**Run 1: I/O nets highlighted**

The bar under the picture is 20 um long.
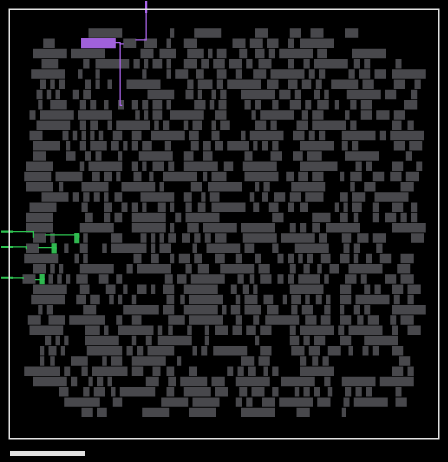
**Run 1: congestion heat map**

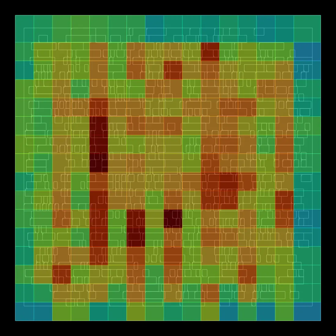
**Run 1: cell classes on the final placement**

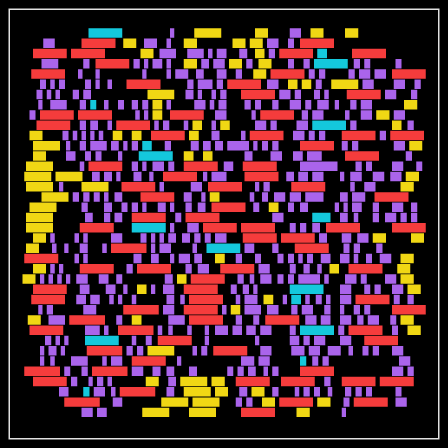
--- src/rtl/spidergon_traffic_gen_pkg.sv ---
// rtl/spidergon_traffic_gen_pkg.sv - shared widths, flit field helpers, pattern codes and FSM states
// Contents: dest_w/vc_w/seq_w/cnt_w width functions, flit_dest/flit_seq field slicers,
//           PAT_* destination pattern codes, state_t run-sequencer states.
package spidergon_pkg;

  localparam logic [1:0] PAT_FIXED = 2'd0;
  localparam logic [1:0] PAT_INCR  = 2'd1;
  localparam logic [1:0] PAT_OPP   = 2'd2;
  localparam logic [1:0] PAT_LFSR  = 2'd3;

  typedef enum logic [2:0] {
    ST_IDLE,
    ST_RST_HOLD,
    ST_INJECT,
    ST_DRAIN,
    ST_DONE
  } state_t;

  function automatic int dest_w(input int num_nodes);
    return $clog2(num_nodes);
  endfunction

  function automatic int vc_w(input int num_vcs);
    return (num_vcs <= 2) ? 1 : $clog2(num_vcs);
  endfunction

  function automatic int seq_w(input int flit_w, input int num_nodes);
    return flit_w - dest_w(num_nodes);
  endfunction

  function automatic int cnt_w(input int num_flits);
    return $clog2(num_flits + 1);
  endfunction

  // Flit layout is {dest, seq}; data is zero-extended into 64 bits by the caller.
  function automatic logic [31:0] flit_dest(input logic [63:0] data, input int flit_w,
                                            input int num_nodes);
    logic [63:0] w_mask;
    w_mask = (64'd1 << dest_w(num_nodes)) - 64'd1;
    return 32'((data >> seq_w(flit_w, num_nodes)) & w_mask);
  endfunction

  function automatic logic [31:0] flit_seq(input logic [63:0] data, input int flit_w,
                                           input int num_nodes);
    logic [63:0] w_mask;
    w_mask = (64'd1 << seq_w(flit_w, num_nodes)) - 64'd1;
    return 32'(data & w_mask);
  endfunction

endpackage

--- src/rtl/spidergon_traffic_gen_if.sv ---
// rtl/spidergon_traffic_gen_if.sv - local inject/eject port between a generator and its NoC node
// Signals: flit_out_data/vc/valid/ready (inject, generator -> node),
//          flit_in_data/valid (eject, node -> generator, no backpressure).
// Modports: master = generator side, slave = node side.
interface spidergon_traffic_gen_if #(
  parameter int DATA_W = 16,
  parameter int VC_W   = 1
);
  logic [DATA_W-1:0] flit_out_data;
  logic [VC_W-1:0]   flit_out_vc;
  logic              flit_out_valid;
  logic              flit_out_ready;
  logic [DATA_W-1:0] flit_in_data;
  logic              flit_in_valid;

  modport master (
    output flit_out_data, flit_out_vc, flit_out_valid,
    input  flit_out_ready, flit_in_data, flit_in_valid
  );

  modport slave (
    input  flit_out_data, flit_out_vc, flit_out_valid,
    output flit_out_ready, flit_in_data, flit_in_valid
  );
endinterface

--- src/rtl/spidergon_dest_gen.sv ---
// rtl/spidergon_dest_gen.sv - destination sequence for injected flits
// Ports: i_clk, i_reset (async, active-high), i_load (restart sequence, sample pattern/fixed_dest),
//        i_advance (current dest consumed), i_pattern, i_fixed_dest, o_dest (current destination).
module spidergon_dest_gen
  import spidergon_pkg::*;
#(
  parameter  int NUM_OF_NODES = 8,
  parameter  int SRC_NODE     = 0,
  localparam int DEST_W       = dest_w(NUM_OF_NODES)
) (
  input  logic              i_clk,
  input  logic              i_reset,
  input  logic              i_load,
  input  logic              i_advance,
  input  logic [1:0]        i_pattern,
  input  logic [DEST_W-1:0] i_fixed_dest,
  output logic [DEST_W-1:0] o_dest
);

  localparam logic [DEST_W-1:0] SRC       = DEST_W'(SRC_NODE);
  localparam logic [DEST_W-1:0] SRC_ALT   = DEST_W'(SRC_NODE) ^ DEST_W'(1);
  localparam logic [DEST_W-1:0] LAST_NODE = DEST_W'(NUM_OF_NODES - 1);
  localparam logic [DEST_W-1:0] FIRST_INC = DEST_W'((SRC_NODE + 1) % NUM_OF_NODES);
  localparam logic [DEST_W-1:0] OPP       = DEST_W'((SRC_NODE + NUM_OF_NODES / 2) % NUM_OF_NODES);
  localparam logic [7:0]        LFSR_SEED = 8'hFF;
  // Right-shifting Galois form of x^8 + x^6 + x^5 + x^4 + 1.
  localparam logic [7:0]        LFSR_MASK = 8'hB8;

  logic [1:0]        r_pattern;
  logic [DEST_W-1:0] r_fixed;
  logic [DEST_W-1:0] r_incr;
  logic [7:0]        r_lfsr;

  logic [DEST_W-1:0] w_inc1;
  logic [DEST_W-1:0] w_inc2;
  logic [DEST_W-1:0] w_incr_next;
  logic [7:0]        w_lfsr_next;
  logic [DEST_W-1:0] w_lfsr_dest;

  always_comb begin
    w_inc1 = (r_incr == LAST_NODE) ? '0 : r_incr + DEST_W'(1);
    w_inc2 = (w_inc1 == LAST_NODE) ? '0 : w_inc1 + DEST_W'(1);
    // Incrementing walk never targets the local node.
    w_incr_next = (w_inc1 == SRC) ? w_inc2 : w_inc1;
    w_lfsr_next = {1'b0, r_lfsr[7:1]} ^ (r_lfsr[0] ? LFSR_MASK : 8'h00);
    w_lfsr_dest = (r_lfsr[DEST_W-1:0] == SRC) ? SRC_ALT : r_lfsr[DEST_W-1:0];
  end

  always_ff @(posedge i_clk or posedge i_reset) begin
    if (i_reset) begin
      r_pattern <= PAT_FIXED;
      r_fixed   <= '0;
      r_incr    <= FIRST_INC;
      r_lfsr    <= LFSR_SEED;
    end else if (i_load) begin
      r_pattern <= i_pattern;
      r_fixed   <= i_fixed_dest;
      r_incr    <= FIRST_INC;
      r_lfsr    <= LFSR_SEED;
    end else if (i_advance) begin
      r_incr <= w_incr_next;
      r_lfsr <= w_lfsr_next;
    end
  end

  always_comb begin
    o_dest = r_fixed;
    case (r_pattern)
      PAT_FIXED: o_dest = r_fixed;
      PAT_INCR:  o_dest = r_incr;
      PAT_OPP:   o_dest = OPP;
      PAT_LFSR:  o_dest = w_lfsr_dest;
      default:   o_dest = r_fixed;
    endcase
  end

endmodule

--- src/rtl/spidergon_traffic_gen.sv ---
// rtl/spidergon_traffic_gen.sv - per-node NoC traffic generator and order-independent delivery checker
// Ports: i_clk, i_reset (async, active-high), i_start (pulse, honoured in IDLE/DONE),
//        i_pattern_sel, i_fixed_dest, o_noc_reset, flit_if (inject/eject port, master side),
//        o_sent_count, o_recv_count, o_done, o_pass (valid with o_done), o_timeout.
module spidergon_traffic_gen
  import spidergon_pkg::*;
#(
  parameter  int NUM_OF_NODES            = 8,
  parameter  int FLIT_DATA_WIDTH         = 16,
  parameter  int NUM_OF_VIRTUAL_CHANNELS = 2,
  parameter  int SRC_NODE                = 0,
  parameter  int RESET_HOLD_CYCLES       = 2,
  parameter  int NUM_FLITS               = 16,
  parameter  int RUN_TIMEOUT             = 30,
  localparam int DEST_W                  = dest_w(NUM_OF_NODES),
  localparam int VC_W                    = vc_w(NUM_OF_VIRTUAL_CHANNELS),
  localparam int SEQ_W                   = seq_w(FLIT_DATA_WIDTH, NUM_OF_NODES),
  localparam int CNT_W                   = cnt_w(NUM_FLITS)
) (
  input  logic                   i_clk,
  input  logic                   i_reset,
  input  logic                   i_start,
  input  logic [1:0]             i_pattern_sel,
  input  logic [DEST_W-1:0]      i_fixed_dest,
  output logic                   o_noc_reset,
  spidergon_traffic_gen_if.master flit_if,
  output logic [CNT_W-1:0]       o_sent_count,
  output logic [CNT_W-1:0]       o_recv_count,
  output logic                   o_done,
  output logic                   o_pass,
  output logic                   o_timeout
);

  localparam int                HOLD_W    = $clog2(RESET_HOLD_CYCLES + 1);
  localparam int                TO_W      = $clog2(RUN_TIMEOUT + 1);
  localparam logic [HOLD_W-1:0] HOLD_LAST = HOLD_W'(RESET_HOLD_CYCLES - 1);
  localparam logic [TO_W-1:0]   TO_LAST   = TO_W'(RUN_TIMEOUT - 1);
  localparam logic [CNT_W-1:0]  FLITS_C   = CNT_W'(NUM_FLITS);
  localparam logic [VC_W-1:0]   VC_LAST   = VC_W'(NUM_OF_VIRTUAL_CHANNELS - 1);

  state_t                     r_state;
  state_t                     w_state_next;
  logic [HOLD_W-1:0]          r_hold;
  logic [TO_W-1:0]            r_to;
  logic [CNT_W-1:0]           r_sent;
  logic [CNT_W-1:0]           r_recv;
  logic [SEQ_W-1:0]           r_seq;
  logic [VC_W-1:0]            r_vc;
  logic [FLIT_DATA_WIDTH-1:0] r_sent_xor;
  logic [FLIT_DATA_WIDTH-1:0] r_recv_xor;
  logic                       r_overflow;
  logic                       r_done;
  logic                       r_pass;
  logic                       r_timeout;

  logic [DEST_W-1:0]          w_dest;
  logic [FLIT_DATA_WIDTH-1:0] w_flit;
  logic                       w_start;
  logic                       w_active;
  logic                       w_valid;
  logic                       w_accept;
  logic                       w_eject;
  logic                       w_recv_full;
  logic [CNT_W-1:0]           w_sent_next;
  logic [CNT_W-1:0]           w_recv_next;
  logic [FLIT_DATA_WIDTH-1:0] w_sent_xor_next;
  logic [FLIT_DATA_WIDTH-1:0] w_recv_xor_next;
  logic                       w_ovf_next;
  logic                       w_to_hit;
  logic                       w_complete;
  logic                       w_finish;

  spidergon_dest_gen #(
    .NUM_OF_NODES (NUM_OF_NODES),
    .SRC_NODE     (SRC_NODE)
  ) u_dest_gen (
    .i_clk        (i_clk),
    .i_reset      (i_reset),
    .i_load       (w_start),
    .i_advance    (w_accept),
    .i_pattern    (i_pattern_sel),
    .i_fixed_dest (i_fixed_dest),
    .o_dest       (w_dest)
  );

  always_comb begin
    w_start         = i_start && (r_state == ST_IDLE || r_state == ST_DONE);
    w_active        = (r_state == ST_INJECT) || (r_state == ST_DRAIN);
    w_valid         = (r_state == ST_INJECT);
    w_flit          = {w_dest, r_seq};
    w_accept        = w_valid && flit_if.flit_out_ready;
    w_eject         = w_active && flit_if.flit_in_valid;
    w_recv_full     = (r_recv == FLITS_C);
    w_sent_next     = w_accept ? r_sent + CNT_W'(1) : r_sent;
    w_sent_xor_next = w_accept ? r_sent_xor ^ w_flit : r_sent_xor;
    // Count saturates; anything beyond the expected total is flagged instead.
    w_recv_next     = (w_eject && !w_recv_full) ? r_recv + CNT_W'(1) : r_recv;
    w_recv_xor_next = w_eject ? r_recv_xor ^ flit_if.flit_in_data : r_recv_xor;
    w_ovf_next      = r_overflow || (w_eject && w_recv_full);
    w_to_hit        = w_active && (r_to == TO_LAST);
    // Completion looks at this cycle's eject so a final flit arriving with the
    // timeout still counts as a completed run.
    w_complete      = w_active && (w_sent_next == FLITS_C) && (w_recv_next == FLITS_C);
    w_finish        = w_complete || w_to_hit;
  end

  always_comb begin
    w_state_next = r_state;
    case (r_state)
      ST_IDLE:     if (w_start) w_state_next = ST_RST_HOLD;
      ST_RST_HOLD: if (r_hold == HOLD_LAST) w_state_next = ST_INJECT;
      ST_INJECT: begin
        if (w_finish) w_state_next = ST_DONE;
        else if (w_sent_next == FLITS_C) w_state_next = ST_DRAIN;
      end
      ST_DRAIN:    if (w_finish) w_state_next = ST_DONE;
      ST_DONE:     if (w_start) w_state_next = ST_RST_HOLD;
      default:     w_state_next = ST_IDLE;
    endcase
  end

  always_ff @(posedge i_clk or posedge i_reset) begin
    if (i_reset) begin
      r_state    <= ST_IDLE;
      r_hold     <= '0;
      r_to       <= '0;
      r_sent     <= '0;
      r_recv     <= '0;
      r_seq      <= '0;
      r_vc       <= '0;
      r_sent_xor <= '0;
      r_recv_xor <= '0;
      r_overflow <= 1'b0;
      r_done     <= 1'b0;
      r_pass     <= 1'b0;
      r_timeout  <= 1'b0;
    end else begin
      r_state <= w_state_next;
      if (w_start) begin
        r_hold     <= '0;
        r_to       <= '0;
        r_sent     <= '0;
        r_recv     <= '0;
        r_seq      <= '0;
        r_vc       <= '0;
        r_sent_xor <= '0;
        r_recv_xor <= '0;
        r_overflow <= 1'b0;
        r_done     <= 1'b0;
        r_pass     <= 1'b0;
        r_timeout  <= 1'b0;
      end else if (r_state == ST_RST_HOLD) begin
        r_hold <= r_hold + HOLD_W'(1);
        r_to   <= '0;
      end else if (w_active) begin
        r_to       <= r_to + TO_W'(1);
        r_sent     <= w_sent_next;
        r_recv     <= w_recv_next;
        r_sent_xor <= w_sent_xor_next;
        r_recv_xor <= w_recv_xor_next;
        r_overflow <= w_ovf_next;
        if (w_accept) begin
          r_seq <= r_seq + SEQ_W'(1);
          r_vc  <= (r_vc == VC_LAST) ? '0 : r_vc + VC_W'(1);
        end
        if (w_finish) begin
          r_done    <= 1'b1;
          r_timeout <= !w_complete;
          r_pass    <= w_complete && !w_ovf_next && (w_sent_xor_next == w_recv_xor_next);
        end
      end
    end
  end

  assign o_noc_reset            = (r_state == ST_IDLE) || (r_state == ST_RST_HOLD);
  assign flit_if.flit_out_valid = w_valid;
  assign flit_if.flit_out_data  = w_valid ? w_flit : '0;
  assign flit_if.flit_out_vc    = w_valid ? r_vc : '0;
  assign o_sent_count           = r_sent;
  assign o_recv_count           = r_recv;
  assign o_done                 = r_done;
  assign o_pass                 = r_pass;
  assign o_timeout              = r_timeout;

endmodule

--- src/flat_wrapper.sv ---
// flat-port wrapper written by rule: the top's interface ports become plain ports
module spidergon_traffic_gen_flat import spidergon_pkg::*;
#(
  parameter  int NUM_OF_NODES            = 8,
  parameter  int FLIT_DATA_WIDTH         = 16,
  parameter  int NUM_OF_VIRTUAL_CHANNELS = 2,
  parameter  int SRC_NODE                = 0,
  parameter  int RESET_HOLD_CYCLES       = 2,
  parameter  int NUM_FLITS               = 16,
  parameter  int RUN_TIMEOUT             = 30,
  localparam int DEST_W                  = dest_w(NUM_OF_NODES),
  localparam int VC_W                    = vc_w(NUM_OF_VIRTUAL_CHANNELS),
  localparam int SEQ_W                   = seq_w(FLIT_DATA_WIDTH, NUM_OF_NODES),
  localparam int CNT_W                   = cnt_w(NUM_FLITS)
)
  (i_clk, i_reset, i_start, i_pattern_sel, i_fixed_dest, o_noc_reset, o_sent_count, o_recv_count, o_done, o_pass, o_timeout, flit_if_flit_out_data, flit_if_flit_out_vc, flit_if_flit_out_valid, flit_if_flit_out_ready, flit_if_flit_in_data, flit_if_flit_in_valid);
  spidergon_traffic_gen_if #(.DATA_W((16)), .VC_W((1))) flit_if_i ();
  input  logic i_clk;
  input  logic i_reset;
  input  logic i_start;
  input  logic [1:0] i_pattern_sel;
  input  logic [DEST_W-1:0] i_fixed_dest;
  output logic o_noc_reset;
  output logic [CNT_W-1:0] o_sent_count;
  output logic [CNT_W-1:0] o_recv_count;
  output logic o_done;
  output logic o_pass;
  output logic o_timeout;
  output wire logic [$bits(flit_if_i.flit_out_data)-1:0] flit_if_flit_out_data;
  output wire logic [$bits(flit_if_i.flit_out_vc)-1:0] flit_if_flit_out_vc;
  output wire logic [$bits(flit_if_i.flit_out_valid)-1:0] flit_if_flit_out_valid;
  input wire logic [$bits(flit_if_i.flit_out_ready)-1:0] flit_if_flit_out_ready;
  input wire logic [$bits(flit_if_i.flit_in_data)-1:0] flit_if_flit_in_data;
  input wire logic [$bits(flit_if_i.flit_in_valid)-1:0] flit_if_flit_in_valid;
  assign flit_if_flit_out_data = flit_if_i.flit_out_data;
  assign flit_if_flit_out_vc = flit_if_i.flit_out_vc;
  assign flit_if_flit_out_valid = flit_if_i.flit_out_valid;
  assign flit_if_i.flit_out_ready = flit_if_flit_out_ready;
  assign flit_if_i.flit_in_data = flit_if_flit_in_data;
  assign flit_if_i.flit_in_valid = flit_if_flit_in_valid;
  spidergon_traffic_gen #(.NUM_OF_NODES(NUM_OF_NODES), .FLIT_DATA_WIDTH(FLIT_DATA_WIDTH), .NUM_OF_VIRTUAL_CHANNELS(NUM_OF_VIRTUAL_CHANNELS), .SRC_NODE(SRC_NODE), .RESET_HOLD_CYCLES(RESET_HOLD_CYCLES), .NUM_FLITS(NUM_FLITS), .RUN_TIMEOUT(RUN_TIMEOUT)) u_core (.i_clk(i_clk), .i_reset(i_reset), .i_start(i_start), .i_pattern_sel(i_pattern_sel), .i_fixed_dest(i_fixed_dest), .o_noc_reset(o_noc_reset), .flit_if(flit_if_i), .o_sent_count(o_sent_count), .o_recv_count(o_recv_count), .o_done(o_done), .o_pass(o_pass), .o_timeout(o_timeout));
endmodule
--- config.mk ---
export PLATFORM = sky130hd
export DESIGN_NAME = spidergon_traffic_gen_flat
export DESIGN_NICKNAME = d
export VERILOG_FILES = /design/src/rtl/spidergon_traffic_gen_pkg.sv /design/src/rtl/spidergon_traffic_gen_if.sv /design/src/rtl/spidergon_dest_gen.sv /design/src/rtl/spidergon_traffic_gen.sv /design/src/flat_wrapper.sv
export SDC_FILE = /design/constraint.sdc
export NUM_CORES = 1
export LEC_CHECK = 0
export CELL_PAD_IN_SITES_DETAIL_PLACEMENT = 1
export CELL_PAD_IN_SITES_GLOBAL_PLACEMENT = 1
export CORE_MARGIN = 3
export CORE_UTILIZATION = 43
export CTS_CLUSTER_DIAMETER = 120
export DETAILED_ROUTE_END_ITERATION = 7
export HOLD_SLACK_MARGIN = 0.15
export MAX_ROUTING_LAYER = met4
export PLACE_DENSITY_LB_ADDON = 0.1
export SLEW_MARGIN = 20
export SYNTH_ARGS = -nofsm -noshare
export SYNTH_HDL_FRONTEND = slang
export SYNTH_SLANG_ARGS = --single-unit
--- constraint.sdc ---
create_clock -name i_clk -period 2.85 [get_ports i_clk]
set_input_delay 0.285 -clock i_clk [delete_from_list [all_inputs] [get_ports i_clk]]
set_output_delay 0.285 -clock i_clk [all_outputs]
set_load 0.05 [all_outputs]
==> Changelog: implementation, run 1 <==
### Metrics

* FF/Latch Area at around 2200 um^2
* Post-synth area hogs: dfrtp_1, xnor2_1, o21ai_0, nand2_1, dfstp_2
* Crit-path most repeated cell: xnor2_1
* Registers at approximately 86
* WP data required at about 3200 ps
* Status: finished, final reports clean
* Area leader, netlist: dfrtp_1
* Reg2reg path depth at 7
* CP startpoint: u_core.r_state[2]$_DFFE_PP0P_
* Wl on met1 at 6850 um
* Max-cap viol count at 0
* Pleak at roughly 2.6 nW
* PD cells at 1090 nW/um^2
* Vias in the first global route at roughly 4.7k
* Final hold vios at 0
* Synth Flop Type: dfrtp_1
* Rel. slew slack at 51.7%
* Sink Count at around 86
* Met3 wire len at about 540 um
* Non-CTS inverters at 12
* Tap Count at ~140
* WS Path Type: register to register
* Largest net degree at the start of global routing at slightly below 90
* Crit Path Max Fanout at 14
* Share of the synthesized area in the top cell type at 38.8%
* Crit end category: register
* Initial antenna violation count at 0
* Final ANT Viol Nets at 0
* Comb. pwr at roughly 3.5 mW
* Fp_density at around 45%
* Max power group: combinational cells
* Cell Type Count at approximately 57
* Critical Path AT at between 2000 and 3000 ps
* Top sig layer: met4
* Slack of the worst reg-to-reg path at slightly below 200 ps
* Postcts setup bufs at 0
* Grt total ovfl at 0
* Routed length per placed instance at around 20 um
* Seq share, synth at approximately 44%
* Worst R2R Start: u_core.r_state[2]$_DFFE_PP0P_
* Post-CTS Hold Buffers at 0
* Clock Tree Root: clkbuf_16
* Mapped cell area at 4970 um^2
* Total CTS buffers at 9
* Peak Freq at ~380 MHz
* Sequential share of power at 32.0%
* Nets@finish at 656
* Drt via density at around 5.9
* WL final at 15400 um
* Post-layout min period at around 2700 ps
* Setup TNS Final at 0 ps
* Multi-In Gates at roughly 430
* Syn_nets at around 600
* Asr flop ratio synth at 100%
* Flop and latch count out of synthesis at roughly 86
* Sw Ratio at between 40 and 50%
* Clock share of power at between 10% and 20%
* Pint at 3.69 mW
* Most common cell after layout, fill and taps aside: dfrtp_1
* Seq area share at a little over a third
* Overall power at between 6 and 7 mW
* Die Height at about 110 um
* Synth warn at 0
Notes on 'I/O nets highlighted' above:
- purple: o_timeout (direction output; end cells 1; buffers 1; wire 29.8 um)
- green: i_fixed_dest (direction input; end cells 3; buffers 3; wire 31.9 um)

Notes on 'congestion heat map' above:
GRT Total Usage: 25.7%
Most Used Layer, Global Route: met2
GR Layer Usage met1: 32.7%
met3 usage: 3.45%
global routing met2 resource utilization: 42.0%

Notes on 'cell classes on the final placement' above:
- purple: combinational and other logic (cells 443; share of their area 44%)
- yellow: remaining buffers and delay cells (cells 81; share of their area 16%)
- red: sequential cells (cells 86; share of their area 36%)
- cyan: clock drivers and dummy loads (cells 16; share of their area 4.6%)
final core occ: 56.2%
number of cell rows: 38
CORE AREA: 11100 um^2
design area: 6220 um^2

## run 1: logic make-up after synthesis
logic type,Yosys count,synth area share (%)
compound gates,148,17.2
xor+xnor,55,9.84
fa+ha+maj,9,2.27
buf+inv,48,4.08
flops,86,43.5
mux,5,1.03
simple gates,214,22.0
## run 1: through the flow
stage | area (um^2) | cells | utilization (%) | hold WS [ps] | setup slack, ps
3_3_place_gp | 5930 | 748 | 53.5 | 464 | 151
6_report | 6220 | 766 | 56.2 | 362 | 195
3_5_place_dp | 5930 | 748 | 53.5 | 471 | 42.3
4_1_cts | 6210 | 764 | 56.0 | 413 | 220
5_1_grt | 6220 | 766 | 56.2 | 434 | 48.8
2_1_floorplan | 4970 | 565 | - | 381 | 224
## Run 2: what changed since run 1
--- a/config.mk
+++ b/config.mk
@@ -7,7 +7,7 @@
 export LEC_CHECK = 0
 export CELL_PAD_IN_SITES_DETAIL_PLACEMENT = 1
 export CELL_PAD_IN_SITES_GLOBAL_PLACEMENT = 1
-export CORE_MARGIN = 3
+export CORE_MARGIN = 5
 export CORE_UTILIZATION = 43
 export CTS_CLUSTER_DIAMETER = 120
 export DETAILED_ROUTE_END_ITERATION = 7
**Run 2: congestion heat map**

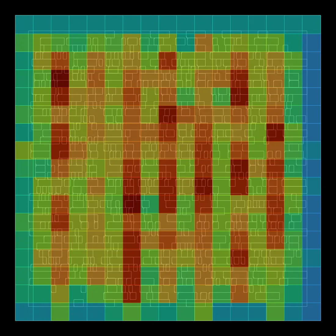
final core occ: 55.1%
GR Layer Usage met1: 26.5%
met3 usage: 5.43%
GRT Total Usage: 22.9%
global routing met2 resource utilization: 39.3%

**Run 2: power grid**

The bar under the picture is 20 um long. Pins as bars on the die edge.
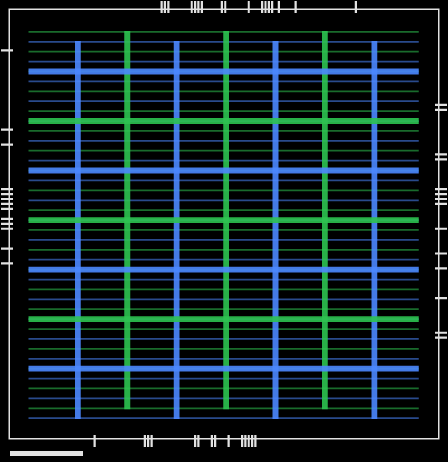
- green: VDD
- blue: VSS
- met5 straps: 7
- met1 rails: 40

==> run 2 against run 1 <==
Effect of this change: clock power up 24%; synthesized cell count did not move; setup slack improved by 95 ps; first-iteration DRC count rose by 27%; sequential power hardly changed; global-route usage decreased by 2.8 points; power up 3.2%; critical path type unchanged; critical endpoint unchanged; largest cell class unchanged.
==> Changelog: implementation, run 2 <==
### Metrics

* RSZ-0062 raised after global routing: false (unchanged)
* Synth warn at 0 (unchanged)
* Status: finished, final reports clean (unchanged)
* Crit Path Max Fanout at 10 (was 14)
* Main logic family: simple AND/OR/NAND/NOR gates (unchanged)
* Grt total ovfl at 0 (unchanged)
* Registers at 86 (unchanged)
* Clock transition at path regs at 70 ps (about the same)
* Clk power at 1.39 mW (was 1.12 mW)
* Final setup fails at 0 (unchanged)
* Tap Count at 143 (was 140)
* TritonRoute pass-1 iters at 4 (unchanged)
* DRC at 0 (unchanged)
* Clk_skew at 9.13 ps (was 10.3 ps)
* Clock-cell share at 5.55% (was 4.44%)
* Max-cap viol count at 0 (unchanged)
* First-pass GRT wire length at 25200 um (about the same)
* # Cells Yosys at 565 (unchanged)
* CP startpoint: u_core.r_state[0]$_DFFE_PP0P_ (was u_core.r_state[2]$_DFFE_PP0P_)
* Seq. pwr at 2.17 mW (was 2.16 mW)
* Pint at 3.94 mW (was 3.69 mW)
* Pleak at 2.66 nW (was 2.63 nW)
* Mapped cell area at 4970 um^2 (unchanged)
* Final worst-path cycle share at 89.8% (was 93.2%)
* Post-layout min period at 2560 ps (was 2660 ps)
* Top post-synthesis cells by count: dfrtp_1, nand2_1, o21ai_0 (unchanged)
* WL final at 15000 um (was 15400 um)
* Final hold vios at 0 (unchanged)
* Share of the synthesized area in the top cell type at 38.8% (unchanged)
* Bufs w/o clock at 78 (was 81)
* Top cell category: multi-input combinational cells (unchanged)
* Most common cell after layout, fill and taps aside: dfrtp_1 (unchanged)
* Post-synthesis chip area from yosys at 4970 um^2 (unchanged)
* Logic share of the area at 41.6% (was 41.9%)
* Total CTS buffers at 9 (unchanged)
* CP delay by family, top: simple AND/OR/NAND/NOR gates (unchanged)
* Slowest-stage cell, CP: or4_4 (was dfrtp_1)
* Buffers and inverters on the worst path at 0 (unchanged)
* Iter 0 DRT Violations at 261 (was 206)
* Largest net degree at the start of global routing at 47 (was 87)
* Non-clk buf share at 14.7% (was 15.4%)
* Slack of the worst reg-to-reg path at 290 ps (was 190 ps)
* PD cells at 1110 nW/um^2 (was 1090 nW/um^2)
* Tool warnings at 28 (unchanged)
* Worst Max-Slew Pin Slew at 770 ps (was 724 ps)
* Xor+xnor area frac at 9.84% (unchanged)
* Clock buffer count at 10 (unchanged)
* Die Height at 118 um (was 114 um)
* Logic area at 2610 um^2 (unchanged)
* Nets@finish at 653 (was 656)
* Asr flop ratio synth at 100% (unchanged)
* Crit path depth at 7 (unchanged)
* Clock H-tree levels at 3 (unchanged)
* Routed length per placed instance at 19.6 um (was 20.0 um)
* Post-DP HPWL at 10600 um (about the same)
* Non-CTS inverters at 12 (unchanged)
* Post-synthesis adder-cell area fraction at 2.27% (unchanged)
* Final non-filler cell total at 766 (unchanged)
* Number of cell rows at 39 (was 38)
* Seq share, synth at 43.5% (unchanged)
* Die ar. at 13800 um^2 (was 12900 um^2)
* Mux area share at 1.03% (unchanged)
* Vias in the first global route at 4945 (was 4709)
* Vias at 4470 (was 4494)
* Most frequent cells in the layout: dfrtp_1, nand2_1, o21ai_0 (unchanged)
* Multi-In Gates at 431 (unchanged)
* Peak Freq at 391 MHz (was 377 MHz)
* Comb. pwr at 3.42 mW (was 3.48 mW)
* Initial antenna violation count at 0 (unchanged)
* Setup TNS Final at 0 ps (unchanged)
* Slew Limit Fails at 0 (unchanged)
* RePlAce Congestion at 0.857 (was 0.827)
* Rel. slew slack at 48.6% (was 51.7%)
* Flop and latch count out of synthesis at 86 (unchanged)
* Synth Flop Type: dfrtp_1 (unchanged)
* Clk buf depth at 2 (unchanged)
* Sequential share of power at 31.1% (was 32.0%)
* Worst hold path class: primary input to async pin (unchanged)
* Critical Path AT at 2840 ps (was 2950 ps)
* Drt via density at 5.84 (was 5.87)
* Startpoint Class: register (unchanged)
* Final ANT Viol Nets at 0 (unchanged)
* Worst R2R Start: u_core.r_state[0]$_DFFE_PP0P_ (was u_core.r_state[2]$_DFFE_PP0P_)
* Cts repair resizes at 0 (unchanged)
* Fillers at 1321 (was 1296)
* Placed Instances at 750 (was 748)
* Fp_density at 43.7% (was 44.9%)
* Worst reg2reg endpoint: u_core.o_pass$_DFFE_PP0P_ (unchanged)
* CTS tree: yes (unchanged)
* Insertion Delay late pin at 350 ps (about the same)
* Sink Count at 86 (unchanged)
* Post-Synth Simple-Gate Area at 22.0% (unchanged)
* Fraction of layout cells with a size suffix above 1 at 11.7% (was 12.1%)
* Postcts setup bufs at 0 (unchanged)
* Clock share of power at 19.9% (was 16.5%)
* Comb power frac at 49.0% (was 51.5%)
* Seq area share at 34.5% (was 34.8%)
* Syn_nets at 600 (unchanged)
* Clock Tree Root: clkbuf_16 (unchanged)
* Hold WS at 385 ps (was 362 ps)
* Area growth syn-to-layout at 26.0% (was 25.2%)
* Crit end category: register (unchanged)
* WP data required at 3130 ps (was 3150 ps)
* Area leader, netlist: dfrtp_1 (unchanged)
* NetSw at 3.03 mW (was 3.07 mW)
* Ports at 58 (unchanged)
* Reg2reg path depth at 7 (unchanged)
* Sw Ratio at 43.5% (was 45.4%)
* Critical Path End: u_core.o_pass$_DFFE_PP0P_ (unchanged)
* Maximum vdd drop at 884 uV (was 539 uV)
* CORE AREA at 11400 um^2 (was 11100 um^2)
* WS Path Type: register to register (unchanged)
* Die x size at 118 um (was 114 um)
* FF/Latch Area at 2160 um^2 (unchanged)
* Ao+oa area frac at 17.2% (unchanged)
* Post-synth area hogs: dfrtp_1, xnor2_1, o21ai_0, nand2_1, dfstp_2 (unchanged)
* Port Buffers at 57 (unchanged)
* Max power group: combinational cells (unchanged)
* Avg Cell Area, Syn at 8.80 um^2 (unchanged)
* Flip-flops with a built-in enable at 0 (unchanged)
* Crit-path cells: and4bb_4 -> nand2_1 -> xnor2_1 -> nand3_1 -> or4_4 -> a2111oi_4 -> a21o_1 (was and3b_1 -> nand2_1 -> xnor2_1 -> xnor2_1 -> or4_4 -> a2111oi_4 -> a21o_1)
* Cells after Synth at 565 (unchanged)
* ANT cells at 0 (unchanged)
* Post-CTS Hold Buffers at 0 (unchanged)
* Biggest regs: u_core.r_recv_xor x16, u_core.r_sent_xor x16, u_core.r_seq x13 (unchanged)
* Cell Type Count at 57 (unchanged)
run 2: cell types whose count changed in the layout (fill, tap and decap cells not counted):
cell,change
bufinv_16,+3
clkinvlp_4,-3
buf_4,-2
buf_12,-1
clkinv_2,-1
clkinv_4,+1
run 2: metrics by stage:
stage,util (%),cell area [um^2],worst slack (ps),total power [mW]
global route,55.1,6260,106,7.44
global placement,52.0,5910,151,5.42
detailed placement,52.0,5910,48.5,5.57
CTS,55.1,6260,241,7.03
finish,55.1,6260,289,6.97
floorplan,-,4970,224,4.41
run 2: layer usage:
layer / part of all wire [%] / track usage (%)
met1: 42 / 26.5
met2: 51 / 39.3
met3: 3.9 / 5.43
met4: 2.5 / 7.60
met5: 0 / -
Power is estimated from default activity; no workload was simulated.
